[config.mk]
export PLATFORM = sky130hd
export DESIGN_NAME = seq_alu_flat
export DESIGN_NICKNAME = d
export VERILOG_FILES = /design/src/rtl/seq_alu_pkg.sv /design/src/rtl/seq_alu_if.sv /design/src/rtl/seq_alu_muldiv.sv /design/src/rtl/seq_alu.sv /design/src/flat_wrapper.sv
export SDC_FILE = /design/constraint.sdc
export NUM_CORES = 1
export LEC_CHECK = 0
export CORE_MARGIN = 5
export CORE_UTILIZATION = 30
export CTS_CLUSTER_SIZE = 40
export DETAILED_ROUTE_END_ITERATION = 7
export HOLD_SLACK_MARGIN = 0.05
export MAX_ROUTING_LAYER = met4
export SLEW_MARGIN = 40
export SYNTH_ARGS = -nofsm -noshare
export SYNTH_HDL_FRONTEND = slang
export SYNTH_HIERARCHICAL = 1
export SYNTH_SLANG_ARGS = --single-unit
[constraint.sdc]
create_clock -name clk -period 4 [get_ports clk]
set_input_delay 0.8 -clock clk [delete_from_list [all_inputs] [get_ports clk]]
set_output_delay 0.8 -clock clk [all_outputs]
set_load 0.02 [all_outputs]
[src/rtl/seq_alu_pkg.sv]
// Shared types for the sequential ALU: opcode and FSM encodings plus opcode classification.
// Latency: n/a (types and a pure function only).
// Backpressure: n/a.
package seq_alu_pkg;

  typedef enum logic [3:0] {
    OP_PASS = 4'd0,
    OP_NOT  = 4'd1,
    OP_ADD  = 4'd2,
    OP_SUB  = 4'd3,
    OP_OR   = 4'd4,
    OP_AND  = 4'd5,
    OP_SLT  = 4'd6,
    OP_SLTU = 4'd7,
    OP_XOR  = 4'd8,
    OP_SLL  = 4'd9,
    OP_SRL  = 4'd10,
    OP_SRA  = 4'd11,
    OP_MULU = 4'd12,
    OP_DIVU = 4'd13
  } alu_op_t;

  typedef enum logic {
    IDLE = 1'b0,
    RUN  = 1'b1
  } alu_state_t;

  // Opcodes that go through the iterative engine instead of the one-cycle datapath.
  function automatic logic is_multicycle(input logic [3:0] op);
    return (op == OP_MULU) || (op == OP_DIVU);
  endfunction

endpackage

[src/rtl/seq_alu_if.sv]
// Request/result bundle between the register-read latches and the ALU output registers.
// Latency: n/a (wires only).
// Backpressure: start is honoured only while busy is low; there is no queueing.
// Ports: master drives start/alu_op/R2/R3; slave (the ALU) drives R0/R1, flags, busy and done.
interface seq_alu_if #(
  parameter int W = 32
);
  logic         start;
  logic [3:0]   alu_op;
  logic [W-1:0] R2;
  logic [W-1:0] R3;
  logic [W-1:0] R0;
  logic [W-1:0] R1;
  logic         c_out;
  logic         zero;
  logic         ovf;
  logic         err;
  logic         busy;
  logic         done;

  modport master (
    output start, alu_op, R2, R3,
    input  R0, R1, c_out, zero, ovf, err, busy, done
  );

  modport slave (
    input  start, alu_op, R2, R3,
    output R0, R1, c_out, zero, ovf, err, busy, done
  );
endinterface

[src/rtl/seq_alu_muldiv.sv]
// Iterative unsigned multiply (shift-and-add) / restoring divide, one bit per cycle.
// Latency: W iterations after go; lo/hi show the result of the step in progress, final when last=1.
// Backpressure: none internally; go must only be pulsed while the engine is idle.
// Ports: clk, rst_n; go/is_div/a/b load a job; lo/hi step result; dz divisor zero; last final step.
module seq_alu_muldiv #(
  parameter int W = 32
) (
  input  logic         clk,
  input  logic         rst_n,
  input  logic         go,
  input  logic         is_div,
  input  logic [W-1:0] a,
  input  logic [W-1:0] b,
  output logic [W-1:0] lo,
  output logic [W-1:0] hi,
  output logic         dz,
  output logic         last
);
  localparam int SHW = $clog2(W);

  logic           run_q;
  logic           div_q;
  logic [SHW-1:0] cnt_q;
  logic [W-1:0]   b_q;
  logic [W-1:0]   hi_q;   // product high half / partial remainder
  logic [W-1:0]   lo_q;   // multiplier being consumed / dividend becoming quotient

  logic [W:0]     sh_s;
  logic [W:0]     add_s;
  logic [W-1:0]   diff;
  logic           ge;

  always_comb begin
    // Divide: bring the next dividend bit into the remainder and try to subtract.
    // The compare is done at W+1 bits so a zero divisor always "fits", which yields
    // an all-ones quotient and leaves the dividend as the remainder.
    sh_s  = {hi_q, lo_q[W-1]};
    ge    = (sh_s >= {1'b0, b_q});
    diff  = sh_s[W-1:0] - b_q;
    // Multiply: conditionally add the multiplicand, then shift the pair right.
    add_s = lo_q[0] ? ({1'b0, hi_q} + {1'b0, b_q}) : {1'b0, hi_q};
    if (div_q) begin
      hi = ge ? diff : sh_s[W-1:0];
      lo = {lo_q[W-2:0], ge};
    end else begin
      hi = add_s[W:1];
      lo = {add_s[0], lo_q[W-1:1]};
    end
  end

  assign dz   = div_q && (b_q == '0);
  assign last = run_q && (cnt_q == SHW'(W - 1));

  always_ff @(posedge clk or negedge rst_n) begin
    if (!rst_n) begin
      run_q <= 1'b0;
      div_q <= 1'b0;
      cnt_q <= '0;
      b_q   <= '0;
      hi_q  <= '0;
      lo_q  <= '0;
    end else if (go) begin
      run_q <= 1'b1;
      div_q <= is_div;
      cnt_q <= '0;
      b_q   <= b;
      hi_q  <= '0;
      lo_q  <= a;
    end else if (run_q) begin
      hi_q <= hi;
      lo_q <= lo;
      if (last) begin
        run_q <= 1'b0;
        cnt_q <= '0;
      end else begin
        cnt_q <= cnt_q + SHW'(1);
      end
    end
  end

endmodule

[src/rtl/seq_alu.sv]
// Handshaked ALU: one-cycle logic/arith/shift ops plus iterative MULU/DIVU with flags.
// Latency: 1 cycle for single-cycle ops, W+1 cycles for MULU/DIVU; done pulses one cycle.
// Backpressure: busy high while iterating; start is ignored (not queued) until busy drops.
// Ports: clk, rst_n, and bus (slave side of seq_alu_if) carrying start/alu_op/R2/R3 in and
// R0/R1/c_out/zero/ovf/err/busy/done out.
module seq_alu
  import seq_alu_pkg::*;
#(
  parameter int W = 32
) (
  input  logic     clk,
  input  logic     rst_n,
  seq_alu_if.slave bus
);
  localparam int SHW = $clog2(W);

  alu_state_t     state_q, state_d;
  logic           accept, mc, go;
  logic           done_d, load;
  logic [SHW-1:0] shamt;
  logic [W:0]     sum, dif;
  logic [W-1:0]   s_lo;
  logic           s_c, s_v, s_err;
  logic [W-1:0]   n_lo, n_hi;
  logic           n_c, n_v, n_e;
  logic [W-1:0]   md_lo, md_hi;
  logic           md_dz, md_last;

  logic [W-1:0]   r0_q, r1_q;
  logic           c_q, z_q, v_q, e_q, done_q;

  assign mc = is_multicycle(bus.alu_op);
  assign go = accept && mc;

  // Single-cycle datapath, evaluated on the live inputs at the accepting edge.
  always_comb begin
    shamt = bus.R3[SHW-1:0];
    sum   = {1'b0, bus.R2} + {1'b0, bus.R3};
    dif   = {1'b0, bus.R2} - {1'b0, bus.R3};
    s_lo  = '0;
    s_c   = 1'b0;
    s_v   = 1'b0;
    s_err = 1'b0;
    case (bus.alu_op)
      OP_PASS: s_lo = bus.R2;
      OP_NOT:  s_lo = ~bus.R2;
      OP_ADD: begin
        s_lo = sum[W-1:0];
        s_c  = sum[W];
        s_v  = (bus.R2[W-1] == bus.R3[W-1]) && (sum[W-1] != bus.R2[W-1]);
      end
      OP_SUB: begin
        s_lo = dif[W-1:0];
        s_c  = dif[W];  // borrow
        s_v  = (bus.R2[W-1] != bus.R3[W-1]) && (dif[W-1] != bus.R2[W-1]);
      end
      OP_OR:   s_lo = bus.R2 | bus.R3;
      OP_AND:  s_lo = bus.R2 & bus.R3;
      OP_SLT:  s_lo = {{(W-1){1'b0}}, ($signed(bus.R2) < $signed(bus.R3))};
      OP_SLTU: s_lo = {{(W-1){1'b0}}, (bus.R2 < bus.R3)};
      OP_XOR:  s_lo = bus.R2 ^ bus.R3;
      OP_SLL:  s_lo = bus.R2 << shamt;
      OP_SRL:  s_lo = bus.R2 >> shamt;
      OP_SRA:  s_lo = $signed(bus.R2) >>> shamt;
      OP_MULU, OP_DIVU: s_lo = '0;
      default: s_err = 1'b1;  // 14/15: zero result, error flag
    endcase
  end

  // FSM next-state and output-register load selection.
  always_comb begin
    state_d = state_q;
    accept  = 1'b0;
    done_d  = 1'b0;
    load    = 1'b0;
    n_lo    = s_lo;
    n_hi    = '0;
    n_c     = s_c;
    n_v     = s_v;
    n_e     = s_err;
    case (state_q)
      IDLE: begin
        if (bus.start) begin
          accept = 1'b1;
          if (mc) begin
            state_d = RUN;
          end else begin
            load   = 1'b1;
            done_d = 1'b1;
          end
        end
      end
      RUN: begin
        // The engine's step output on its last iteration is the final result.
        if (md_last) begin
          state_d = IDLE;
          load    = 1'b1;
          done_d  = 1'b1;
          n_lo    = md_lo;
          n_hi    = md_hi;
          n_c     = 1'b0;
          n_v     = 1'b0;
          n_e     = md_dz;
        end
      end
      default: state_d = IDLE;
    endcase
  end

  always_ff @(posedge clk or negedge rst_n) begin
    if (!rst_n) begin
      state_q <= IDLE;
      done_q  <= 1'b0;
      r0_q    <= '0;
      r1_q    <= '0;
      c_q     <= 1'b0;
      z_q     <= 1'b1;
      v_q     <= 1'b0;
      e_q     <= 1'b0;
    end else begin
      state_q <= state_d;
      done_q  <= done_d;
      // Results and flags only move when an operation completes.
      if (load) begin
        r0_q <= n_lo;
        r1_q <= n_hi;
        c_q  <= n_c;
        z_q  <= (n_lo == '0);
        v_q  <= n_v;
        e_q  <= n_e;
      end
    end
  end

  seq_alu_muldiv #(.W(W)) u_muldiv (
    .clk    (clk),
    .rst_n  (rst_n),
    .go     (go),
    .is_div (bus.alu_op == OP_DIVU),
    .a      (bus.R2),
    .b      (bus.R3),
    .lo     (md_lo),
    .hi     (md_hi),
    .dz     (md_dz),
    .last   (md_last)
  );

  assign bus.R0    = r0_q;
  assign bus.R1    = r1_q;
  assign bus.c_out = c_q;
  assign bus.zero  = z_q;
  assign bus.ovf   = v_q;
  assign bus.err   = e_q;
  assign bus.busy  = (state_q == RUN);
  assign bus.done  = done_q;

endmodule

[src/flat_wrapper.sv]
// flat-port wrapper written by rule: the top's interface ports become plain ports
module seq_alu_flat import seq_alu_pkg::*;
#(
  parameter int W = 32
)
  (clk, rst_n, bus_start, bus_alu_op, bus_R2, bus_R3, bus_R0, bus_R1, bus_c_out, bus_zero, bus_ovf, bus_err, bus_busy, bus_done);
  seq_alu_if #(.W(W)) bus_i ();
  input  logic clk;
  input  logic rst_n;
  input wire logic [$bits(bus_i.start)-1:0] bus_start;
  input wire logic [$bits(bus_i.alu_op)-1:0] bus_alu_op;
  input wire logic [$bits(bus_i.R2)-1:0] bus_R2;
  input wire logic [$bits(bus_i.R3)-1:0] bus_R3;
  output wire logic [$bits(bus_i.R0)-1:0] bus_R0;
  output wire logic [$bits(bus_i.R1)-1:0] bus_R1;
  output wire logic [$bits(bus_i.c_out)-1:0] bus_c_out;
  output wire logic [$bits(bus_i.zero)-1:0] bus_zero;
  output wire logic [$bits(bus_i.ovf)-1:0] bus_ovf;
  output wire logic [$bits(bus_i.err)-1:0] bus_err;
  output wire logic [$bits(bus_i.busy)-1:0] bus_busy;
  output wire logic [$bits(bus_i.done)-1:0] bus_done;
  assign bus_i.start = bus_start;
  assign bus_i.alu_op = bus_alu_op;
  assign bus_i.R2 = bus_R2;
  assign bus_i.R3 = bus_R3;
  assign bus_R0 = bus_i.R0;
  assign bus_R1 = bus_i.R1;
  assign bus_c_out = bus_i.c_out;
  assign bus_zero = bus_i.zero;
  assign bus_ovf = bus_i.ovf;
  assign bus_err = bus_i.err;
  assign bus_busy = bus_i.busy;
  assign bus_done = bus_i.done;
  seq_alu #(.W(W)) u_core (.clk(clk), .rst_n(rst_n), .bus(bus_i));
endmodule
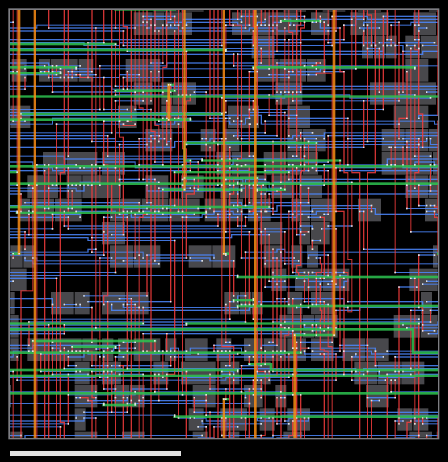
Run 1: close-up of the layout
Scale bar: 20 um. Region (119, 176) to (169, 226) um. Cells in gray, sequential cells in the stronger gray; small squares are vias.
legend:
  met3:
    color: green
  met1:
    color: blue
  met2:
    color: red
  met4:
    color: orange
cells with their middle in the window: 148
most frequent: buf_4 (42), nand2_1 (14), a21oi_1 (10)
sequential cells in the window: 0

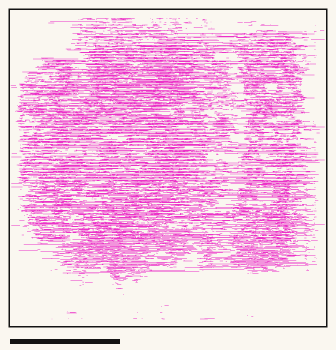
Run 1: metal 1
Scale bar: 100 um.
share of all routed wire: 43%
longest straight run: 134 um
wire length on this layer: 52.3 mm
M1 GR Usage: 0.390
Vias: 27700
WL final: 122000 um

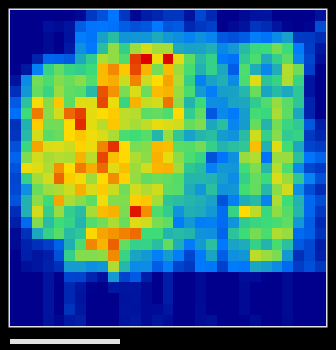
Run 1: wiring heat map
Scale bar: 100 um. The die is cut into 29 by 29 equal tiles; dark blue is low, red is high, scaled to the fullest tile. Values are wire area over tile area, all layers added.
densest ninth of the die: left middle
nearly empty tiles: 15%
emptiest ninth of the die: bottom right
wire per inst: 25.5 um
All-Layer GR Usage: 0.293

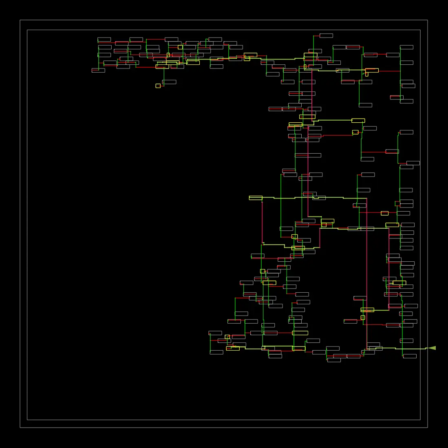
Run 1: clock routing
TritonCTS buffer count: 17
Clock Sinks: 173
P_clk: 0.00178 W
Clock Skews: 0.0149 ns

==> results.py, run 1 <==
# Auto-generated metrics
metrics = {
    "outcome": {
        "status": "finished with violations",
        "violations": "negative setup slack",
    },
    "cells_and_area": {
        "lay_top_cells": "710 x buf_4, 398 x nand2_1, 251 x o21ai_0",
        "seq_area_frac": 0.134,
        "regArea_sq_um": 4330,
        "buffers": 901,
        "ff_count": 173,
        "comb-cell-share": 0.558,
        "biggestCellCategory": "combinational gates",
        "diodes": 1,
        "drive_gt1_frac": 0.294,
        "syn_to_final_growth_pct": 40.7,
        "clock_cell_area_share": 0.0185,
        "layout_top_cell": "buf_4",
        "nFillCells": 7889,
        "clkbuf_count": 19,
        "inverters": 160,
    },
    "timing": {
        "setup_slack_ns": -0.106,
        "finalClockPeriodUsage": 1.03,
        "period_needed_ns": 4.11,
        "max_freq_ghz": 0.244,
        "setup_viol": 2,
        "whs_ns": 0.181,
    },
    "setup_path": {
        "r2r_cells": 16,
        "path_class": "input pin to flip-flop",
        "startpoint": "bus_R2[23]",
        "critical_path.endpoint_type": "flip-flop",
        "reg2reg_to": "u_core/bus.zero$_DFFE_PN1P_",
        "startpoint_type": "input pin",
    },
    "synthesis": {
        "netlist_area_sq_um": 23000,
        "yosys.area_share.xor_xnor": 0.0247,
        "ys_sh_adder": 0.0974,
        "mux_area_frac": 0.126,
        "synth_cell_type_count": 115,
        "ys_seq_frac": 0.188,
        "yosys_area_sq_um": 23000,
        "synth_nets": 3302,
        "yosysWarnings": 6,
        "avgSynthCellArea_sq_um": 7.54,
        "ys.flops": 173,
    },
    "clocking": {
        "clk_pin_slew_ns": 0.07,
        "cts_tree": "yes",
        "cts_setup_buffers": 29,
    },
    "pwr": {
        "seq_power_share": 0.173,
        "netSwitchingFraction": 0.514,
        "power_leader": "combinational logic",
        "combPwrFrac": 0.735,
        "p_int_w": 0.00941,
    },
    "place": {
        "io_buffer_count": 140,
        "hpwl_um": 99900,
        "routabilityCongestion": 1.06,
    },
    "detailed_routing": {
        "drc": 0,
        "drtIter0Drc": 3331,
        "via_per_inst": 5.78,
        "dr.pass1.iters": 6,
    },
    "min_path": {
        "min_path_type": "input pin to async pin",
    },
    "floorplan": {
        "fp_util": 0.303,
        "die-width_um": 287,
        "fp.dieH_um": 287,
        "num_rows": 101,
    },
    "run": {
        "warnings": 104,
    },
    "grt": {
        "grt_pass1_vias": 26700,
        "grt_max_degree": 94,
        "antenna_found_initial": 4,
    },
}
run 1: routing by layer:
| layer | up-vias | GRT usage | share of wire |
|---|---|---|---|
| met1 | 13400 | 0.390 | 0.43 |
| met5 | - | - | 0 |
| li1 | 12700 | - | - |
| met2 | 1371 | 0.452 | 0.44 |
| met3 | 251 | 0.0380 | 0.079 |
| met4 | 0 | 0.120 | 0.049 |
run 1: synthesized netlist by cell type (all sizes together), types with 17 or more instances:
master  instances  area, sq um
nand2         401         1510
o21ai         267         1340
nor2          235          885
a21oi         213         1080
ha            173         2160
dfrtp         172         4300
inv           156          586
clkbuf        151          608
mux2i         117         1170
mux2           87          983
nand3          74          370
buf            73          370
nor3           58          290
a211oi         57          428
a21o           42          318
o31ai          42          325
nand4          41          269
xnor2          41          359
a31oi          38          238
o211ai         37          288
nand2b         34          213
mux4           33          743
and3           30          189
nor4           28          188
nor2b          26          163
o22ai          26          163
xor2           24          210
o21bai         23          176
a221oi         21          196
a22o           17          149
run 1: stage by stage:
step                instances  area, sq um  power, W  worst slack [ns]
CTS                      4785        32100    0.0191           -0.0215
global placement         4722        30600    0.0170            -0.970
finish                   4793        32400    0.0194            -0.106
global route             4793        32400    0.0207            -0.130
detailed placement       4722        30600    0.0170             -1.08
floorplan                3054        23200    0.0121            -0.444
run 1: worst max-delay path, stage by stage:
cell and delay, ns:
clkdlybuf4s50_1 0.42, buf_6 0.16, mux2_1 0.29, mux4_2 0.50, o211ai_2 0.18, buf_6 0.15, a22oi_2 0.12, a221oi_2 0.25
o21ai_2 0.11, nor4_2 0.28, nand4_1 0.24, nor4_2 0.29, nand4_1 0.22, nor4_2 0.29, a32o_1 0.20
==> run 2, diff against run 1 <==
--- a/config.mk
+++ b/config.mk
@@ -5,6 +5,7 @@
 export SDC_FILE = /design/constraint.sdc
 export NUM_CORES = 1
 export LEC_CHECK = 0
+export ABC_CLOCK_PERIOD_IN_PS = 4000
 export CORE_MARGIN = 5
 export CORE_UTILIZATION = 30
 export CTS_CLUSTER_SIZE = 40
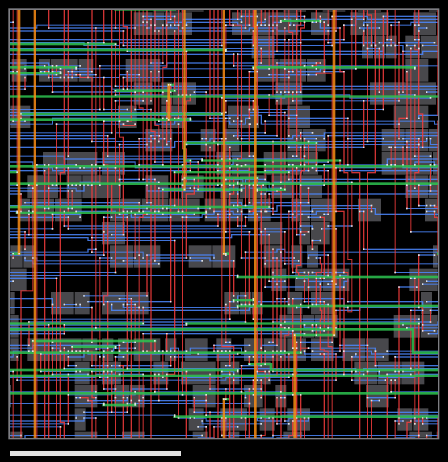
Run 2: close-up of the layout
Scale bar: 20 um. Region (119, 176) to (169, 226) um. Cells in gray, sequential cells in the stronger gray; small squares are vias.
legend:
  met4:
    color: orange
  met2:
    color: red
  met1:
    color: blue
  met3:
    color: green
sequential cells in the window: 0
most frequent: buf_4 (42), nand2_1 (14), a21oi_1 (10)
cells with their middle in the window: 148

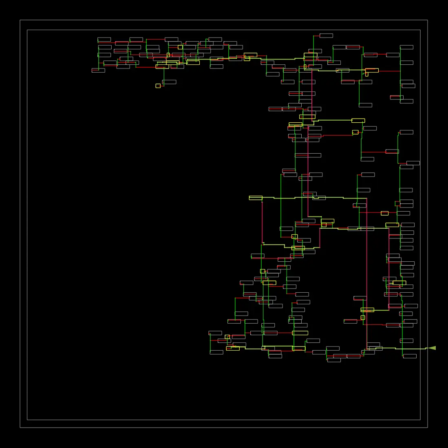
Run 2: clock routing
clkbuf count: 19
Clk Latency, worst-skew pair: 0.49 ns

==> results.py, run 2 <==
# Auto-generated metrics
metrics = {
    "outcome": {
        "status": "finished with violations",
        "violations": "negative setup slack",
    },
    "setup_path": {
        "cp_common_cell": "nor4_2",
        "startpoint_type": "input pin",
        "worst_path_largest_cell_delay_ns": 0.50,
        "worst-path-buf-inv": 3,
        "slowest_stage": "mux4_2",
        "path_class": "input pin to flip-flop",
        "cp_cell_sequence": "clkdlybuf4s50_1 > buf_6 > mux2_1 > mux4_2 > o211ai_2 > buf_6 > a22oi_2 > a221oi_2 > o21ai_2 > nor4_2 > nand4_1 > nor4_2 > nand4_1 > nor4_2 > a32o_1",
        "cp_top_family": "simple AND/OR/NAND/NOR gates",
    },
    "synthesis": {
        "ys_sh_adder": 0.0974,
        "top_cell_area_share": 0.187,
        "ys_seq_frac": 0.188,
        "netlist_top_cells_area": "dfrtp_1 19%, ha_1 9.4%, nand2_1 6.5%",
        "netlist_area_sq_um": 23000,
        "yosys_cells": 3054,
        "synth_cell_type_count": 115,
        "avgSynthCellArea_sq_um": 7.54,
        "ys.flops": 173,
        "yosys_area_sq_um": 23000,
        "yosys.cell_count.top_type": "nand2_1",
        "top_area_cell": "dfrtp_1",
        "yosys.area_share.xor_xnor": 0.0247,
        "yosysWarnings": 6,
        "mux_area_frac": 0.126,
        "synthTopCellsByCount": "401 x nand2_1, 262 x o21ai_0, 234 x nor2_1, 209 x a21oi_1, 173 x ha_1",
    },
    "place": {
        "dpl_worst_slack_ns": -1.08,
        "hpwl_um": 99900,
        "io_buffer_count": 140,
        "routabilityCongestion": 1.06,
    },
    "clocking": {
        "cts.sinks": 173,
        "clk_pin_slew_ns": 0.07,
        "cts_setup_buffers": 29,
        "cts_tree": "yes",
    },
    "cells_and_area": {
        "lay_top_cells": "710 x buf_4, 398 x nand2_1, 251 x o21ai_0",
        "drive_gt1_frac": 0.294,
        "final_cell_area_sq_um": 32400,
        "nFillCells": 7889,
        "layout_top_cell": "buf_4",
        "syn_to_final_growth_pct": 40.7,
    },
    "pwr": {
        "netSwitchingFraction": 0.514,
        "p_leak_nw": 14.3,
        "p_int_w": 0.00941,
        "seq_power_share": 0.173,
        "combPwrFrac": 0.735,
    },
    "grt": {
        "grt_usage": 0.293,
        "met2_usage": 0.452,
        "met1_usage": 0.390,
        "overflow": 0,
        "grt_max_degree": 94,
        "top_usage_layer": "met2",
        "grt_pass1_vias": 26700,
        "grtUsageMet3": 0.0380,
        "antenna_found_initial": 4,
    },
    "detailed_routing": {
        "drc": 0,
        "via_per_inst": 5.78,
        "route.met2.wl_um": 54300,
        "routedWlPerCell_um": 25.5,
        "drtIter0Drc": 3331,
        "dr.pass1.iters": 6,
        "highest_layer": "met4",
        "routed_wl_um": 122000,
    },
    "floorplan": {
        "fp.dieH_um": 287,
        "num_rows": 101,
        "die-width_um": 287,
        "fp_util": 0.303,
    },
    "timing": {
        "setup_viol": 2,
        "max_freq_ghz": 0.244,
        "setup_slack_ns": -0.106,
        "skew_ns": 0.0149,
        "period_needed_ns": 4.11,
        "finalClockPeriodUsage": 1.03,
        "whs_ns": 0.181,
    },
    "run": {
        "warnings": 104,
    },
}
run 2: cell counts in the layout (fill, tap and decap cells not counted):
Identical to the previous run, type by type.
run 2: final timing paths:
kind	from	end	slack [ns]	cells after the start
max	bus_R2[23]	u_core/bus.zero$_DFFE_PN1P_	-0.11	15
min	rst_n	u_core/bus.R1[2]$_DFFE_PN0P_	0.18	1
max reg2reg	u_core/u_muldiv/cnt_q[0]$_DFFE_PN0P_	u_core/bus.zero$_DFFE_PN1P_	0.04	16
min reg2reg	u_core/bus.R0[27]$_DFFE_PN0P_	u_core/bus.R0[27]$_DFFE_PN0P_	0.47	2
max in group asynchronous	rst_n	u_core/bus.zero$_DFFE_PN1P_	2.87	3
min in group clk	u_core/bus.R0[27]$_DFFE_PN0P_	u_core/bus.R0[27]$_DFFE_PN0P_	0.47	2
run 2: power by group through the flow:
| stage | registers, W | logic, W | clock network (W) |
|---|---|---|---|
| after global placement | 0.00335 | 0.0137 | 0 |
| after CTS | 0.00333 | 0.0139 | 0.00183 |
| after floorplan | 0.00329 | 0.00884 | 0 |
| after detailed placement | 0.00335 | 0.0137 | 0 |
| after global routing | 0.00344 | 0.0153 | 0.00189 |
| final | 0.00335 | 0.0143 | 0.00178 |
run 2: area by class of cell:
type                    count  area, sq um  share of cell area
flip-flops and latches    173         4330               0.134
well taps                1030         1290              0.0398
multi-input cells        2496        18100               0.558
diodes                      1         2.50           0.0000772
clock buffers              19          443              0.0137
inverters                 160          612              0.0189
clock inverters            13          155             0.00479
repair buffers            901         7510               0.232
run 2: metrics by stage:
stage	setup TNS, ns	std cells	total power (W)
floorplan	-0.929	3054	0.0121
global placement	-11.62	4722	0.0170
detailed placement	-12.95	4722	0.0170
CTS	-0.0215	4785	0.0191
global route	-0.362	4793	0.0207
finish	-0.180	4793	0.0194
Power and IR drop assume default switching activity.
